**Register map, names as in the netlist**

(6 px per micron)
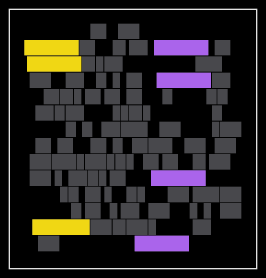
**Port wiring**

(12 px per micron)
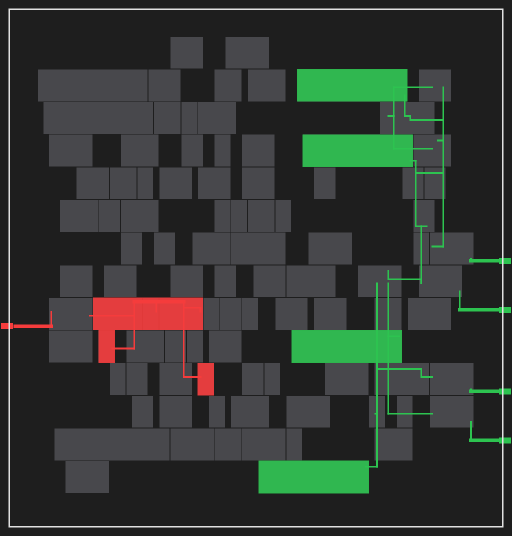
**Gate-type map**

(8 px per micron)
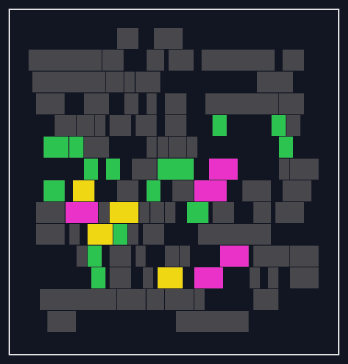
**Clock routing**

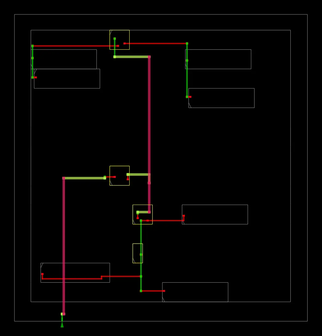
### src/rtl/anti_theft_pkg.sv
// Shared encodings for the anti-theft controller: FSM states, LED status
// codes, timer width and the state-to-output decode.
package anti_theft_pkg;

  localparam int TIMER_W = 4;

  // 3-bit state encodings; 3'd7 is unused and recovers to ARMED.
  localparam logic [2:0] ST_ARMED             = 3'd0;
  localparam logic [2:0] ST_TRIGGERED         = 3'd1;
  localparam logic [2:0] ST_ALARM             = 3'd2;
  localparam logic [2:0] ST_DISARMED          = 3'd3;
  localparam logic [2:0] ST_WAIT_DRIVER_OUT   = 3'd4;
  localparam logic [2:0] ST_WAIT_DOORS_CLOSED = 3'd5;
  localparam logic [2:0] ST_ARMING            = 3'd6;

  // LED status codes; 2'b10 is never driven.
  localparam logic [1:0] STATUS_OFF   = 2'b00;
  localparam logic [1:0] STATUS_ON    = 2'b01;
  localparam logic [1:0] STATUS_BLINK = 2'b11;

  typedef struct packed {
    logic [1:0] status;
    logic       siren;
  } out_t;

  // Moore decode of the state register into the LED code and siren.
  function automatic out_t decode_state(input logic [2:0] st);
    out_t o;
    o.status = STATUS_BLINK;
    o.siren  = 1'b0;
    case (st)
      ST_ARMED:             o.status = STATUS_BLINK;
      ST_TRIGGERED:         o.status = STATUS_ON;
      ST_ALARM:             begin o.status = STATUS_ON; o.siren = 1'b1; end
      ST_DISARMED,
      ST_WAIT_DRIVER_OUT,
      ST_WAIT_DOORS_CLOSED,
      ST_ARMING:            o.status = STATUS_OFF;
      default:              o.status = STATUS_BLINK;
    endcase
    return o;
  endfunction

endpackage

### src/rtl/seconds_timer.sv
// Seconds down-counter: loads on request, decrements on each tick while
// nonzero and holds at zero. A load in the same cycle as a tick wins.
module seconds_timer
  import anti_theft_pkg::*;
(
  input  logic               clk,
  input  logic               rst,
  input  logic               load,
  input  logic [TIMER_W-1:0] load_value,
  input  logic               tick,
  output logic [TIMER_W-1:0] count,
  output logic               expired
);

  logic [TIMER_W-1:0] count_q;
  logic [TIMER_W-1:0] count_d;

  // Next count: load has priority, otherwise saturating decrement on tick.
  always_comb begin
    count_d = count_q;
    if (load) begin
      count_d = load_value;
    end else if (tick && (count_q != '0)) begin
      count_d = count_q - 1'b1;
    end
  end

  // Counter register, cleared by the asynchronous reset.
  always_ff @(posedge clk or posedge rst) begin
    if (rst) begin
      count_q <= '0;
    end else begin
      count_q <= count_d;
    end
  end

  assign count   = count_q;
  assign expired = (count_q == '0);

endmodule

### src/rtl/anti_theft_controller.sv
// Central anti-theft FSM. Ignition, door levels and the shared 1 Hz strobe
// drive the state; the LED status code, siren and countdown come straight
// from the state and timer registers. one_hz_enable is a bare one-cycle
// strobe with no handshake: it is consumed in the cycle it is high.
module anti_theft_controller
  import anti_theft_pkg::*;
#(
  parameter int T_ARM_DELAY       = 6,
  parameter int T_DRIVER_DELAY    = 8,
  parameter int T_PASSENGER_DELAY = 15,
  parameter int T_ALARM_ON        = 10
) (
  input  logic               clock_25mhz,
  input  logic               reset_sync,
  input  logic               one_hz_enable,
  input  logic               ignition,
  input  logic               driver_door,
  input  logic               passenger_door,
  output logic [1:0]         status_indicator_led_status,
  output logic               siren,
  output logic [TIMER_W-1:0] timer_remaining,
  output logic [2:0]         state_dbg
);

  logic [2:0]         state_q;
  logic [2:0]         state_d;
  logic               timer_load;
  logic [TIMER_W-1:0] timer_value;
  logic               timer_expired;
  logic               any_door;
  out_t               dec;

  assign any_door = driver_door || passenger_door;

  // Next-state and timer-load selection; ignition overrides everything
  // except when already disarmed.
  always_comb begin
    state_d     = state_q;
    timer_load  = 1'b0;
    timer_value = '0;
    if (ignition && (state_q != ST_DISARMED)) begin
      state_d = ST_DISARMED;
    end else begin
      case (state_q)
        ST_ARMED: begin
          if (driver_door) begin
            state_d     = ST_TRIGGERED;
            timer_load  = 1'b1;
            timer_value = TIMER_W'(T_DRIVER_DELAY);
          end else if (passenger_door) begin
            state_d     = ST_TRIGGERED;
            timer_load  = 1'b1;
            timer_value = TIMER_W'(T_PASSENGER_DELAY);
          end
        end
        ST_TRIGGERED: begin
          if (timer_expired) begin
            state_d     = ST_ALARM;
            timer_load  = 1'b1;
            timer_value = TIMER_W'(T_ALARM_ON);
          end
        end
        ST_ALARM: begin
          if (any_door) begin
            timer_load  = 1'b1;
            timer_value = TIMER_W'(T_ALARM_ON);
          end else if (timer_expired) begin
            state_d = ST_ARMED;
          end
        end
        ST_DISARMED: begin
          if (!ignition) state_d = ST_WAIT_DRIVER_OUT;
        end
        ST_WAIT_DRIVER_OUT: begin
          if (driver_door) state_d = ST_WAIT_DOORS_CLOSED;
        end
        ST_WAIT_DOORS_CLOSED: begin
          if (!any_door) begin
            state_d     = ST_ARMING;
            timer_load  = 1'b1;
            timer_value = TIMER_W'(T_ARM_DELAY);
          end
        end
        ST_ARMING: begin
          if (any_door) begin
            state_d = ST_WAIT_DOORS_CLOSED;
          end else if (timer_expired) begin
            state_d = ST_ARMED;
          end
        end
        default: state_d = ST_ARMED;
      endcase
    end
  end

  // State register; reset lands in ARMED.
  always_ff @(posedge clock_25mhz or posedge reset_sync) begin
    if (reset_sync) begin
      state_q <= ST_ARMED;
    end else begin
      state_q <= state_d;
    end
  end

  seconds_timer u_timer (
    .clk        (clock_25mhz),
    .rst        (reset_sync),
    .load       (timer_load),
    .load_value (timer_value),
    .tick       (one_hz_enable),
    .count      (timer_remaining),
    .expired    (timer_expired)
  );

  assign dec                         = decode_state(state_q);
  assign status_indicator_led_status = dec.status;
  assign siren                       = dec.siren;
  assign state_dbg                   = state_q;

endmodule

### config.mk
export PLATFORM = sky130hd
export DESIGN_NAME = anti_theft_controller
export DESIGN_NICKNAME = d
export VERILOG_FILES = /design/src/rtl/anti_theft_pkg.sv /design/src/rtl/seconds_timer.sv /design/src/rtl/anti_theft_controller.sv
export SDC_FILE = /design/constraint.sdc
export NUM_CORES = 1
export LEC_CHECK = 0
export CORE_AREA = 2 2 39 41
export CTS_CLUSTER_DIAMETER = 150
export CTS_CLUSTER_SIZE = 14
export DETAILED_ROUTE_END_ITERATION = 16
export DIE_AREA = 0 0 41 43
export PLACE_DENSITY_LB_ADDON = 0.05
export SYNTH_ARGS = -nofsm -noshare
export SYNTH_HDL_FRONTEND = slang
export SYNTH_SLANG_ARGS = --single-unit
### constraint.sdc
create_clock -name clock_25mhz -period 2 [get_ports clock_25mhz]
set_input_delay 0.4 -clock clock_25mhz [delete_from_list [all_inputs] [get_ports clock_25mhz]]
set_output_delay 0.4 -clock clock_25mhz [all_outputs]
set_load 0.02 [all_outputs]
==> ci_impl_report.md <==
## Synthesis and layout report

| Metric | Value |
|---|---|
| Comb power | 0.569 mW |
| Total grt overflow | 0 |
| GR Util met2 | 29.1% |
| Hold Crit Class | in2async |
| Status | finished, final reports clean |
| Number of flip-flops in the largest register | 4 |
| Reg2reg start | u_timer.count[0]$_DFFE_PP0P_ |
| R2R setup slack | 0.20 ns |
| Placed cell area | 797 sq um |
| Sequential Power | 0.249 mW |
| Max clock buf depth | 2 |
| Setup CP Type | reg2out |
| CP max stage delay | 0.60 ns |
| Core area | 1380 sq um |
| Synth mux share | 9.21% |
| Top Layout Cells | clkdlybuf4s50_1 (12), nand2_1 (9), buf_4 (9) |
| H-tree levels | 1 |
| Metal1 wirelength | 579 microns |
| Top-count cell post-synth | nand2_1 |
| Final Setup Violations | 0 |
| Hold Fails Final Rpt | 0 |
| Pwr Total | 0.953 mW |
| Combinational Gates | 57 |
| YS warnings | 0 |
| WL final | 1360 microns |
| Top logic family | simple AND/OR/NAND/NOR gates |
| Async S/R FF share, synth | 100% |
| Hold-fix buffers, CTS | 0 |
| Sequential share of cell area | 21.5% |
| Setup Skew | 0.00152 ns |
-- 'register map, names as in the netlist' (at the start) --
[purple] u_timer.count | sequential cells: 4
[yellow] state_dbg | sequential cells: 3

-- 'port wiring' (at the start) --
[red] driver_door | bits: 1 | direction: input | edge: left | end cells: 5 | buffers: 1 | wire: 28.0 microns
[green] timer_remaining | bits: 4 | direction: output | edge: right | end cells: 4 | buffers: 4 | wire: 99.7 microns

-- 'gate-type map' (at the start) --
[magenta] multiplexers | cells: 5 | most used: mux2i_1
[yellow] AND-OR and OR-AND gates | cells: 4
[green] inverting AOI/OAI gates | cells: 14 | most used: a21oi_1
Cell Count, Final, Fillers Out: 111
most instantiated logic cell after routing: clkdlybuf4s50_1
Comb area share: 45.4%

-- 'clock routing' (at the start) --
Clk power: 0.135 mW
Clk Latency, worst-skew pair: 0.26 ns
TritonCTS sink count: 7
Seq cells: 7

Power is estimated from default activity; no workload was simulated.
